## src/rtl/led_mode_ctrl_pkg.sv

```systemverilog
// led_mode_ctrl_pkg: mode codes, debounce FSM states and modulo-3 step helpers
// shared by the key debouncer and the mode controller.
package led_mode_ctrl_pkg;

    localparam logic [1:0] MODE_RUN     = 2'd0;
    localparam logic [1:0] MODE_BLINK   = 2'd1;
    localparam logic [1:0] MODE_RUN_INV = 2'd2;
    localparam int         MODE_NUM     = 3;

    typedef enum logic [1:0] {
        DB_IDLE,
        DB_PRESS_WAIT,
        DB_HELD,
        DB_REL_WAIT
    } deb_state_e;

    // Any code at or above the last legal mode (including an upset 3) wraps to RUN.
    function automatic logic [1:0] mode_next(input logic [1:0] m);
        return (m >= 2'(MODE_NUM - 1)) ? MODE_RUN : m + 2'd1;
    endfunction

    function automatic logic [1:0] mode_prev(input logic [1:0] m);
        return (m == MODE_RUN) ? MODE_RUN_INV : (m > MODE_RUN_INV) ? MODE_RUN : m - 2'd1;
    endfunction

endpackage

```

## src/rtl/led_mode_ctrl_key_debounce.sv

```systemverilog
// key_debounce: 2-flop synchronizer plus IDLE/PRESS_WAIT/HELD/REL_WAIT debounce FSM
// for one active-low key; emits a single-cycle press pulse and the debounced level.
module key_debounce
    import led_mode_ctrl_pkg::*;
#(
    parameter int DEBOUNCE_CYC = 1_000_000,
    parameter int CNT_W        = 20
) (
    input  logic clk,
    input  logic rst_n,
    input  logic key_n,
    output logic press,
    output logic level
);

    localparam logic [CNT_W-1:0] CNT_MAX = CNT_W'(DEBOUNCE_CYC - 1);

    logic [1:0]       sync_q;
    deb_state_e       state_q, state_d;
    logic [CNT_W-1:0] cnt_q, cnt_d;
    logic             key_low, cnt_done;

    assign key_low  = ~sync_q[1];
    assign cnt_done = (cnt_q == CNT_MAX);
    assign level    = (state_q == DB_HELD) || (state_q == DB_REL_WAIT);

    // Sync flops preset to released so reset never looks like a press.
    always_ff @(posedge clk or negedge rst_n) begin
        if (!rst_n) begin
            sync_q  <= 2'b11;
            state_q <= DB_IDLE;
            cnt_q   <= '0;
        end else begin
            sync_q  <= {sync_q[0], key_n};
            state_q <= state_d;
            cnt_q   <= cnt_d;
        end
    end

    always_comb begin
        state_d = state_q;
        cnt_d   = cnt_q;
        press   = 1'b0;
        case (state_q)
            DB_IDLE: begin
                if (key_low) begin
                    state_d = DB_PRESS_WAIT;
                    cnt_d   = '0;
                end
            end
            DB_PRESS_WAIT: begin
                if (!key_low) begin
                    state_d = DB_IDLE;
                end else if (cnt_done) begin
                    state_d = DB_HELD;
                    press   = 1'b1;
                end else begin
                    cnt_d = cnt_q + 1'b1;
                end
            end
            DB_HELD: begin
                if (!key_low) begin
                    state_d = DB_REL_WAIT;
                    cnt_d   = '0;
                end
            end
            DB_REL_WAIT: begin
                if (key_low) begin
                    state_d = DB_HELD;
                end else if (cnt_done) begin
                    state_d = DB_IDLE;
                end else begin
                    cnt_d = cnt_q + 1'b1;
                end
            end
        endcase
    end

endmodule

```

## src/rtl/led_mode_ctrl.sv

```systemverilog
// led_mode_ctrl: debounces next/prev keys and steps the LED pattern select modulo 3.
// Define LED_MODE_AUTO_CYCLE_EN to auto-advance the mode after AUTO_CYCLE_CYC idle cycles.
module led_mode_ctrl
    import led_mode_ctrl_pkg::*;
#(
    parameter int DEBOUNCE_CYC   = 1_000_000,
    parameter int CNT_W          = 20,
    parameter int AUTO_CYCLE_CYC = 250_000_000,
    parameter int AUTO_W         = 28
) (
    input  logic       clk,
    input  logic       rst_n,
    input  logic [1:0] key_n,
    output logic [1:0] ctrl,
    output logic       mode_chg,
    output logic [1:0] key_level
);

    logic [1:0] press;
    logic [1:0] ctrl_q, ctrl_d;
    logic       mode_chg_q, mode_chg_d;
    logic       auto_step;

    for (genvar g = 0; g < 2; g++) begin : g_key
        key_debounce #(
            .DEBOUNCE_CYC(DEBOUNCE_CYC),
            .CNT_W       (CNT_W)
        ) u_deb (
            .clk  (clk),
            .rst_n(rst_n),
            .key_n(key_n[g]),
            .press(press[g]),
            .level(key_level[g])
        );
    end

`ifdef LED_MODE_AUTO_CYCLE_EN
    localparam logic [AUTO_W-1:0] AUTO_MAX = AUTO_W'(AUTO_CYCLE_CYC - 1);
    logic [AUTO_W-1:0] idle_q, idle_d;

    // Any key activity holds the idle counter at zero.
    always_comb begin
        auto_step = (idle_q == AUTO_MAX);
        idle_d    = ((|press) || (|key_level) || auto_step) ? '0 : idle_q + 1'b1;
    end

    always_ff @(posedge clk or negedge rst_n) begin
        if (!rst_n) idle_q <= '0;
        else        idle_q <= idle_d;
    end
`else
    logic [AUTO_W-1:0] unused_auto;
    assign unused_auto = AUTO_W'(AUTO_CYCLE_CYC - 1);
    assign auto_step   = 1'b0;
`endif

    always_comb begin
        ctrl_d     = (&press)   ? MODE_RUN :
                     press[0]   ? mode_next(ctrl_q) :
                     press[1]   ? mode_prev(ctrl_q) :
                     auto_step  ? mode_next(ctrl_q) : ctrl_q;
        mode_chg_d = (ctrl_d != ctrl_q);
    end

    always_ff @(posedge clk or negedge rst_n) begin
        if (!rst_n) begin
            ctrl_q     <= MODE_RUN;
            mode_chg_q <= 1'b0;
        end else begin
            ctrl_q     <= ctrl_d;
            mode_chg_q <= mode_chg_d;
        end
    end

    assign ctrl     = ctrl_q;
    assign mode_chg = mode_chg_q;

endmodule

```

## config.mk

```make
export PLATFORM = sky130hd
export DESIGN_NAME = led_mode_ctrl
export DESIGN_NICKNAME = d
export VERILOG_FILES = /design/src/rtl/led_mode_ctrl_pkg.sv /design/src/rtl/led_mode_ctrl_key_debounce.sv /design/src/rtl/led_mode_ctrl.sv
export SDC_FILE = /design/constraint.sdc
export NUM_CORES = 1
export LEC_CHECK = 0
export CORE_MARGIN = 3
export CORE_UTILIZATION = 56
export DETAILED_ROUTE_END_ITERATION = 10
export GPL_ROUTABILITY_DRIVEN = 0
export GPL_TIMING_DRIVEN = 0
export PLACE_DENSITY = 0.76
export SKIP_CTS_REPAIR_TIMING = 1
export SLEW_MARGIN = 20
export SYNTH_ARGS = -nofsm -noshare
export SYNTH_HDL_FRONTEND = slang
export SYNTH_SLANG_ARGS = --single-unit
```

## constraint.sdc

```tcl
create_clock -name clk -period 2.73 [get_ports clk]
set_clock_uncertainty 0.05 [all_clocks]
set_input_delay 0.4095 -clock clk [delete_from_list [all_inputs] [get_ports clk]]
set_output_delay 0.4095 -clock clk [all_outputs]
set_load 0.02 [all_outputs]
```

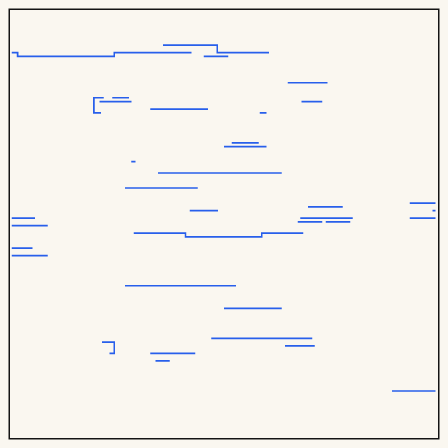
run_1/m3.png
31 nets have wire on it. The wires run mostly horizontal.
drt total wl: 6.00 mm
via count: 2387
met3 GRT Util: 0.0360

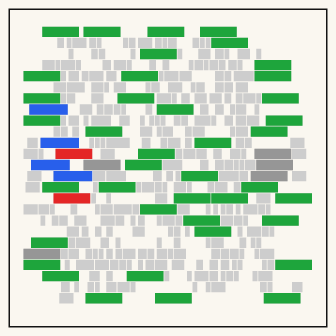
run_1/ff_map.png
Other sequential cells in the stronger gray, the rest of the logic in the fainter gray.
Red stands for `g_key.u_deb.state_q`, flops 2. Blue stands for `g_key.u_deb.sync_q`, flops 4, where left middle. Green stands for `g_key.u_deb.cnt_q`, flops 40, where widely spread.
Flop area: 1280 um2
Seq/total area: 0.413
Power Sequential: 0.813 mW

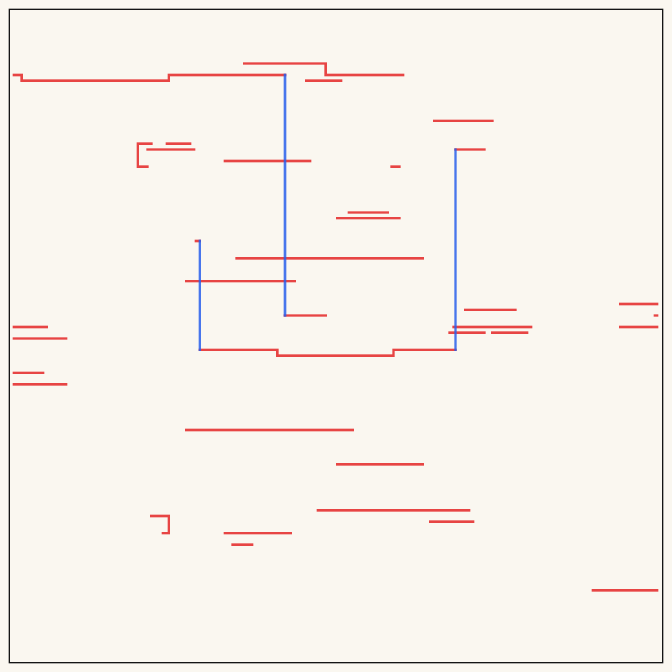
run_1/layers.png
Only two layers are drawn.
Red stands for M3, wire length 304 um. Blue stands for M4, wire length 65.3 um.
GRT Util Overall: 0.220
WL per Instance: 15.0 um

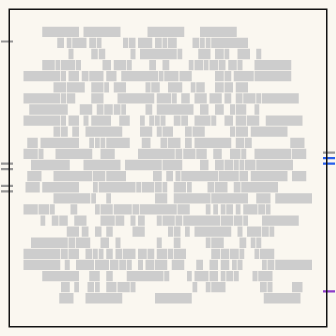
run_1/pinout.png
Pins as bars across the die edge, other pins in gray.
Blue stands for `ctrl`, pins 2, direction output, edge right. Purple stands for `rst_n`, pins 1, direction input, edge right.
All pins by edge: 5 left, 4 right.
Die W: 77.4 um
die height: 77.4 um

==> deck_impl_summary.md, run 1 <==
Flow Results at a Glance

Worst setup path
  • Max FO, Critical Path: 6
  • Worst r2r src: g_key[0].u_deb.cnt_q[0]
  • R2R Setup Slk: 0.55 ns
  • CP Class: flop to flop
  • Critical path endpoint category: flop
  • CP arrival: 2.38 ns

Clocking
  • CTS clk-pin slew, worst paths: 0.09 ns
  • CTS tree: done

Global routing
  • First-pass GRT wire length: 10.9 mm
  • Vias in the first global route: approximately 2300
  • Top Usage Layer GRT: met2
  • GRT Residual Overflow: 0
  • Initial antenna violation count: 0
  • Largest net degree at the start of global routing: 52

Pwr
  • Seq pwr share: 0.608
  • P_clk: 0.425 mW
  • Switch share: 0.257
  • P per Cell Area: approximately 430 nW/um2
  • Lkg Pwr: 1.26 nW
  • Clk network pwr share: 0.318

Cells and area
  • Design Area, Final: ~3100 um2
  • Share of cells above drive strength 1: 0.0663

Yosys
  • EDFF count, synth: 0
  • Cell Type Count: 48
  • Most area-consuming cells after synthesis: dfrtp_1 (41%), nand2_1 (5.5%), mux2i_1 (4.9%)
  • Cell Area, Synth: 2860 um2
  • Mapped Avg Cell Area: roughly 9.0 um2

Run status
  • Status: finished clean

Min path
  • HP Class: input pin to asynchronous set/reset pin

Floorplan
  • Core area: 4820 um2
  • Die Size: 5990 um2

Detailed routing
  • DRT antenna net count: 0
  • Drt first-iter violations: between 150 and 200
  • Detailed Routing Iterations Pass 1: 4

STA
  • Slew Viols, Final: 0
## run 1: synthesized netlist by cell type, types with 7 or more instances
| master | instances |
|---|---|
| o21ai_0 | 20 |
| inv_1 | 8 |
| nor3_1 | 8 |
| nor2_1 | 30 |
| clkbuf_1 | 11 |
| nand4_1 | 9 |
| dfrtp_1 | 47 |
| and3_1 | 10 |
| a21oi_1 | 10 |
| mux2i_1 | 14 |
| nand3_1 | 14 |
| xnor2_1 | 7 |
| nand2_1 | 42 |
## run 1: layout make-up
type,instances,area [um2]
Buffer,19,85.1
Clock buffer,6,72.6
Clock inverter,2,12.5
Fill cell,432,1710
Inverter,8,30.0
Multi-Input combinational cell,238,1460
Sequential cell,51,1280
Tap cell,67,83.8
Timing Repair Buffer,8,77.6
## run 1: registers in the layout, indices dropped and copies added (netlist names), named ones only
signal	count
g_key.u_deb.sync_q	4
mode_chg	1
g_key.u_deb.cnt_q	40
ctrl	2
g_key.u_deb.state_q	2
## run 1: per-stage QoR
stage	TNS, ns	power, mW	hold WS, ns	utilization
floorplan	0	0.882	0.0639	-
global placement	-13.79	0.924	0.295	0.627
detailed placement	0	0.928	0.298	0.626
CTS	0	1.35	0.0895	0.644
global route	0	1.41	0.109	0.644
finish	0	1.34	0.0666	0.644
## run 1: logic make-up after synthesis
family / count (synthesis) / share of synthesized area
AND/OR/NAND/NOR: 147 / 0.269
XOR/XNOR: 13 / 0.0399
multiplexers: 15 / 0.0530
adder cells (fa/ha/maj): 2 / 0.00876
flip-flops: 51 / 0.449
AND-OR/OR-AND: 61 / 0.141
buffers and inverters: 27 / 0.0403
## run 1: per-layer routing
layer	vias up	share of wire
li1	1181	-
met4	0	0.011
met1	1138	0.49
met5	-	0
met3	6	0.051
met2	62	0.45
## run 1: how the worst max path moves through the flow
stage | to | slack [ns] | cells past startpoint | start
2_1_floorplan | g_key[0].u_deb.cnt_q[14] | 0.79 | 7 | g_key[0].u_deb.cnt_q[0]
6_report | g_key[0].u_deb.cnt_q[14] | 0.55 | 7 | g_key[0].u_deb.cnt_q[0]
4_1_cts | ctrl[0] | 0.55 | 5 | g_key[0].u_deb.cnt_q[7]
3_3_place_gp | g_key[0].u_deb.cnt_q[1] | -0.30 | 1 | rst_n
3_5_place_dp | ctrl[0] | 0.58 | 5 | g_key[0].u_deb.cnt_q[7]
5_1_grt | ctrl[1] | 0.35 | 5 | g_key[0].u_deb.cnt_q[7]
## run 1: cells in the final DEF (no fill, tap or decap), drive strengths merged, types with 3 or more instances in the layout
cell	Yosys	routed
a21oi	10	10
a22o	5	5
and3	10	10
and4	5	5
buf	8	9
clkbuf	11	17
clkdlybuf4s50	0	7
dfrtp	47	47
dfstp	4	4
inv	8	8
mux2i	14	14
nand2	42	42
nand2b	4	4
nand3	14	14
nand4	9	9
nor2	30	30
nor3	9	9
nor4	7	7
nor4b	3	3
o211ai	5	5
o21ai	20	20
o22ai	3	3
o311ai	6	6
o31ai	3	3
or3	3	3
or4b	3	3
xnor2	7	7
xor2	6	6
## run 1: worst max-delay path, cell delays in order (launching register included)
cell and delay, ns:
dfrtp_1 0.42, ha_1 0.25, nand4_1 0.15, or4_1 0.48, buf_2 0.16, or2_0 0.22
o31ai_1 0.22, a22o_1 0.16
## Run 2: what changed since run 1
--- a/config.mk
+++ b/config.mk
@@ -6,11 +6,11 @@
 export NUM_CORES = 1
 export LEC_CHECK = 0
 export CORE_MARGIN = 3
-export CORE_UTILIZATION = 56
+export CORE_UTILIZATION = 55
 export DETAILED_ROUTE_END_ITERATION = 10
 export GPL_ROUTABILITY_DRIVEN = 0
 export GPL_TIMING_DRIVEN = 0
-export PLACE_DENSITY = 0.76
+export PLACE_DENSITY = 0.77
 export SKIP_CTS_REPAIR_TIMING = 1
 export SLEW_MARGIN = 20
 export SYNTH_ARGS = -nofsm -noshare
==> constraint.sdc (replaced) <==
create_clock -name clk -period 1.85 [get_ports clk]
set_clock_uncertainty 0.05 [all_clocks]
set_input_delay 0.2775 -clock clk [delete_from_list [all_inputs] [get_ports clk]]
set_output_delay 0.2775 -clock clk [all_outputs]
set_load 0.02 [all_outputs]
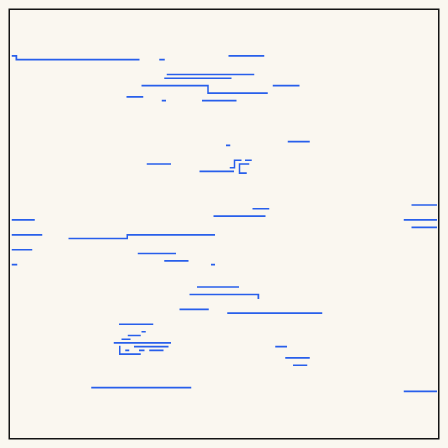
run_2/m3.png
The longest straight run is 22.3 um. The wires run mostly horizontal. The layer carries 305 um of wire. The layer holds 4.5% of the routed length.
via count: 2558
met3 GRT Util: 0.0356

==> deck_impl_summary.md, run 2 <==
Flow Results at a Glance

Detailed routing
  • DRT antenna net count: 0 (unchanged)
  • Detailed Routing Iterations Pass 1: 6 (was 4)
  • Drt total wl: 6.77 mm (was 6.00 mm)
  • WL per Instance: 16.3 um (was 15.0 um)

Worst setup path
  • R2R Setup Slk: -0.27 ns (was 0.55 ns)
  • Max FO, Critical Path: 6 (unchanged)

STA
  • Final setup TNS: -1.50 ns (was 0 ns)
  • Final worst slack: -0.266 ns (was 0.546 ns)
  • Final Setup Violations: 14 (was 0)
  • Hold Slack: 0.309 ns (was 0.0666 ns)

Yosys
  • EDFF count, synth: 0 (unchanged)
  • Top-count cell post-synth: dfrtp_1 (unchanged)
  • Most area-consuming cells after synthesis: dfrtp_1 (41%), nand2_1 (5.5%), mux2i_1 (4.9%) (unchanged)
  • Cell Area, Synth: 2860 um2 (unchanged)
  • Post-synth top cells: dfrtp_1 (47), nand2_1 (42), nor2_1 (30), o21ai_0 (20) (unchanged)

Run status
  • Status: finished, violations left (was finished clean)
  • Failing checks: setup timing

Global routing
  • GRT Residual Overflow: 0 (unchanged)
  • Initial antenna violation count: 0 (unchanged)
  • Vias in the first global route: 2227 (was 2296)
  • GRT Util Overall: 0.213 (was 0.220)
  • Largest net degree at the start of global routing: 52 (unchanged)
  • First-pass GRT wire length: 10.5 mm (was 10.9 mm)

Cells and area
  • Largest Register: g_key.u_deb.cnt_q (unchanged)
  • Largest register FFs: 40 (unchanged)
  • Top flop regs: g_key.u_deb.cnt_q (40), g_key.u_deb.sync_q (4) (unchanged)
  • Share of cells above drive strength 1: 0.261 (was 0.0663)
  • Design Area, Final: 3530 um2 (was 3100 um2)
  • Most instantiated logic cell after routing: nand2_1 (was dfrtp_1)

Pwr
  • Lkg Pwr: 1.46 nW (was 1.26 nW)

Min path
  • HP Class: flop to flop (was input pin to asynchronous set/reset pin)

Floorplan
  • Die Size: 6090 um2 (was 5990 um2)

Clocking
  • CTS tree: done (unchanged)
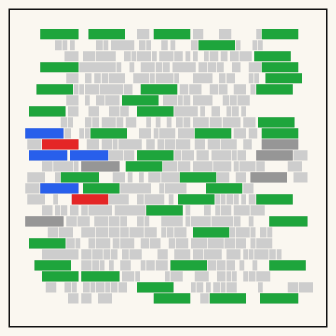
run_2/ff_map.png
Other sequential cells in the stronger gray, the rest of the logic in the fainter gray.
Green stands for `g_key.u_deb.cnt_q`, flops 40, where widely spread. Red stands for `g_key.u_deb.state_q`, flops 2. Blue stands for `g_key.u_deb.sync_q`, flops 4, where left middle.
Seq/total area: 0.366
Final Util: 0.723
Flop area: 1290 um2

[run 2: how the worst max path moves through the flow]
stage | from | to
2_1_floorplan | g_key[0].u_deb.cnt_q[0] | g_key[0].u_deb.cnt_q[14]
3_5_place_dp | g_key[1].u_deb.cnt_q[6] | ctrl[0]
4_1_cts | g_key[0].u_deb.cnt_q[10] | ctrl[1]
6_report | g_key[0].u_deb.cnt_q[0] | g_key[0].u_deb.cnt_q[14]
3_3_place_gp | rst_n | g_key[0].u_deb.cnt_q[1]
5_1_grt | g_key[0].u_deb.cnt_q[0] | g_key[0].u_deb.cnt_q[14]
[run 2: layout make-up]
cell class / count / area share
well taps: 67 / 0.0238
clock buffers: 7 / 0.0273
multi-input cells: 239 / 0.478
clock inverters: 1 / 0.00213
plain buffers: 17 / 0.0309
flip-flops and latches: 51 / 0.366
inverters: 8 / 0.00851
repair buffers: 26 / 0.0635
[run 2: logic make-up after synthesis]
kind of cell,share of synthesized area
DFF,0.449
AOI/OAI and AO/OA,0.141
muxes,0.0530
buffers and inverters,0.0403
adders and majority gates,0.00876
and+or+nand+nor,0.269
xor gates and xnor gates,0.0399
[run 2: where the power goes]
group,internal (mW),switching (mW)
clock,0.341,0.378
sequential,1.15,0.0540
combinational,0.0728,0.109
total,1.57,0.542
[run 2: metal layers]
| metal | routed length, um | global-route usage | vias up |
|---|---|---|---|
| met5 | 0 | 0 | - |
| met2 | 3120 | 0.311 | 79 |
| met3 | 304 | 0.0356 | 16 |
| met1 | 3250 | 0.324 | 1243 |
| met4 | 101 | 0.0629 | 0 |
| li1 | - | - | 1220 |
[run 2: worst max-delay path, cell delays in order, from the launching register on]
cell and delay (ns):
dfrtp_2 0.43, ha_4 0.16, nand4_1 0.14, or4_4 0.57, buf_6 0.14, or2_4 0.23, o31ai_2 0.20, a22o_1 0.14
[run 2: per-stage QoR]
| stage | instances | power [mW] |
|---|---|---|
| global placement | 391 | 1.36 |
| floorplan | 316 | 1.30 |
| global route | 416 | 2.21 |
| finish | 416 | 2.11 |
| CTS | 399 | 2.08 |
| detailed placement | 391 | 1.37 |
## Run 3: what changed since run 2
--- a/config.mk
+++ b/config.mk
@@ -7,9 +7,11 @@
 export LEC_CHECK = 0
 export CORE_MARGIN = 3
 export CORE_UTILIZATION = 55
+export CTS_CLUSTER_SIZE = 14
 export DETAILED_ROUTE_END_ITERATION = 10
 export GPL_ROUTABILITY_DRIVEN = 0
 export GPL_TIMING_DRIVEN = 0
+export HOLD_SLACK_MARGIN = 0.15
 export PLACE_DENSITY = 0.77
 export SKIP_CTS_REPAIR_TIMING = 1
 export SLEW_MARGIN = 20
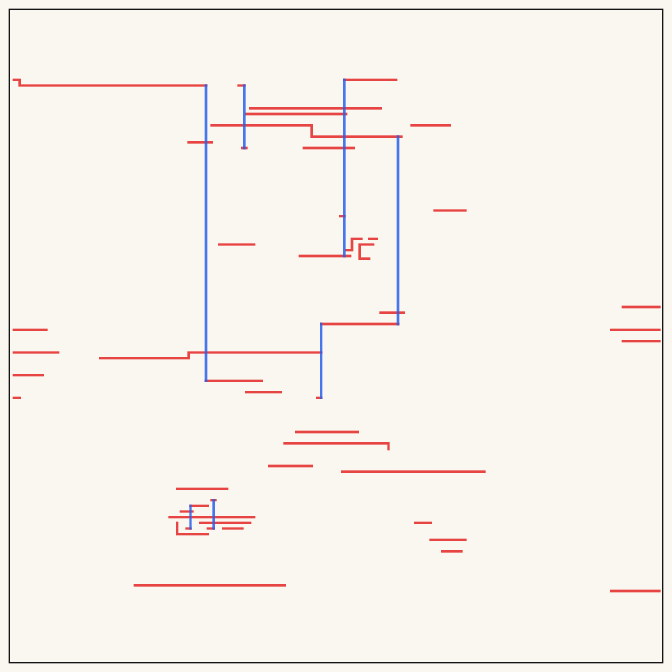
run_3/layers.png
Only two layers are drawn.
WL per Instance: 16.3 um
drt total wl: 6.77 mm
GRT Util Overall: 0.213

==> deck_impl_summary.md, run 3 <==
Flow Results at a Glance

Run status
  • Status: finished, violations left (unchanged)
  • Failing checks: setup timing (unchanged)

Cells and area
  • Logic area: 1690 um2 (unchanged)
  • Top flop regs: g_key.u_deb.cnt_q (40), g_key.u_deb.sync_q (4) (unchanged)
  • Largest Register: g_key.u_deb.cnt_q (unchanged)
  • Flop area: 1290 um2 (unchanged)
  • Top cells excl fill/tap: nand2_1 (40), dfrtp_1 (39), nor2_1 (29), buf_4 (19), o21ai_0 (18) (unchanged)
  • Layout fillers: 362 (unchanged)
  • Largest register FFs: 40 (unchanged)
  • Final Util: 0.723 (unchanged)
  • Share of cells above drive strength 1: 0.261 (unchanged)

Detailed routing
  • Via count: 2558 (unchanged)
  • DRT antenna net count: 0 (unchanged)
  • Detailed Routing Iterations Pass 1: 6 (unchanged)
  • Drt first-iter violations: 231 (unchanged)

Pwr
  • Lkg Pwr: 1.46 nW (unchanged)
  • P per Cell Area: 598 nW/um2 (unchanged)

Global routing
  • Largest net degree at the start of global routing: 52 (unchanged)
  • Initial antenna violation count: 0 (unchanged)
  • First-pass GRT wire length: 10.5 mm (unchanged)
  • GRT Residual Overflow: 0 (unchanged)
  • Vias in the first global route: 2227 (unchanged)

Worst setup path
  • Worst r2r src: g_key[0].u_deb.cnt_q[0] (unchanged)
  • CP Class: flop to flop (unchanged)
  • Max FO, Critical Path: 6 (unchanged)
  • R2R Setup Slk: -0.27 ns (about the same)
  • Critical path endpoint category: flop (unchanged)
  • CP arrival: 2.32 ns (about the same)

Floorplan
  • Core area: 4880 um2 (unchanged)
  • Die height: 78.1 um (unchanged)
  • Die Size: 6090 um2 (unchanged)

Run
  • Total of max-cap violations: 0 (unchanged)

Clocking
  • CTS tree: done (unchanged)
  • CTS clk-pin slew, worst paths: 0.09 ns (about the same)

Yosys
  • Cell type with the largest total area: dfrtp_1 (unchanged)
  • EDFF count, synth: 0 (unchanged)
  • Mapped Avg Cell Area: 9.04 um2 (unchanged)
  • Cell Area, Synth: 2860 um2 (unchanged)
  • Top FF cell, synth: dfrtp_1 (unchanged)
  • Cell Type Count: 48 (unchanged)
  • Most area-consuming cells after synthesis: dfrtp_1 (41%), nand2_1 (5.5%), mux2i_1 (4.9%) (unchanged)
  • Top-count cell post-synth: dfrtp_1 (unchanged)
  • Post-synth top cells: dfrtp_1 (47), nand2_1 (42), nor2_1 (30), o21ai_0 (20) (unchanged)

STA
  • Final worst slack: -0.266 ns (unchanged)
  • Final Setup Violations: 14 (unchanged)
  • Rel. slew slack: 0.491 (unchanged)

Min path
  • WHS Endpoint: g_key[0].u_deb.sync_q[1] (unchanged)
  • HP Class: flop to flop (unchanged)
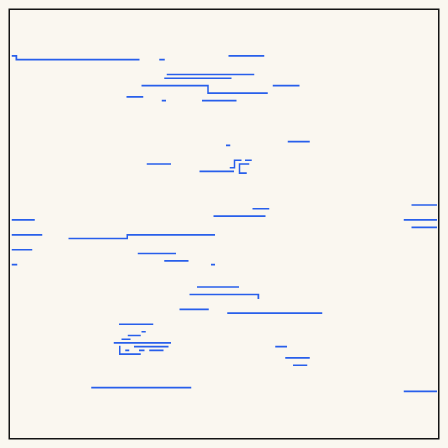
run_3/m3.png
The wires run mostly horizontal. The longest straight run is 22.3 um.

run 3: per-layer routing:
metal | vias up | share of wire | GRT usage
met2 | 79 | 0.46 | 0.311
li1 | 1220 | - | -
met1 | 1243 | 0.48 | 0.324
met5 | - | 0 | 0
met4 | 0 | 0.015 | 0.0629
met3 | 16 | 0.045 | 0.0356
run 3: cell type report:
cell class | count | area share
Buffer | 17 | 0.0309
Clock buffer | 7 | 0.0273
Clock inverter | 1 | 0.00213
Inverter | 8 | 0.00851
Multi-Input combinational cell | 239 | 0.478
Sequential cell | 51 | 0.366
Tap cell | 67 | 0.0238
Timing Repair Buffer | 26 | 0.0635
run 3: kinds of logic (layout without fill, tap and decap cells):
group           after synthesis  after routing  synth area share
xor+xnor                     13             13            0.0399
compound gates               61             61             0.141
buf+inv                      27             59            0.0403
fa+ha+maj                     2              2           0.00876
flops                        51             51             0.449
mux                          15             15            0.0530
simple gates                147            148             0.269
run 3: per-stage QoR:
stage	instance area, um2	total power, mW	instances	hold slack (ns)	setup TNS, ns
6_report	3530	2.11	416	0.309	-1.50
5_1_grt	3530	2.21	416	0.319	-3.91
4_1_cts	3130	2.08	399	-0.0464	-7.42
3_5_place_dp	3020	1.37	391	0.295	-5.86
3_3_place_gp	3030	1.36	391	0.296	-56.64
2_1_floorplan	2860	1.30	316	-0.0681	-0.138
run 3: worst max path at each step:
| stage | slack [ns] | depth (start not counted) | start | endpoint |
|---|---|---|---|---|
| 2_1_floorplan | -0.08 | 7 | g_key[0].u_deb.cnt_q[0] | g_key[0].u_deb.cnt_q[14] |
| 3_3_place_gp | -1.04 | 1 | rst_n | g_key[0].u_deb.cnt_q[1] |
| 3_5_place_dp | -0.26 | 6 | g_key[1].u_deb.cnt_q[6] | ctrl[0] |
| 4_1_cts | -0.29 | 5 | g_key[0].u_deb.cnt_q[10] | ctrl[1] |
| 5_1_grt | -0.35 | 7 | g_key[0].u_deb.cnt_q[0] | g_key[0].u_deb.cnt_q[14] |
| 6_report | -0.27 | 7 | g_key[0].u_deb.cnt_q[0] | g_key[0].u_deb.cnt_q[14] |
run 3: worst max-delay path: stages (launching register included):
cell,delay (ns)
dfrtp_2,0.43
ha_4,0.16
nand4_1,0.14
or4_4,0.57
buf_6,0.14
or2_4,0.23
o31ai_2,0.20
a22o_1,0.14
run 3: report_power, final:
group          internal [mW]  total, mW  switching [mW]
registers               1.15       1.21          0.0540
clock network          0.341      0.719           0.378
logic                 0.0728      0.182           0.109
total                   1.57       2.11           0.542
Power is estimated from default activity; no workload was simulated.
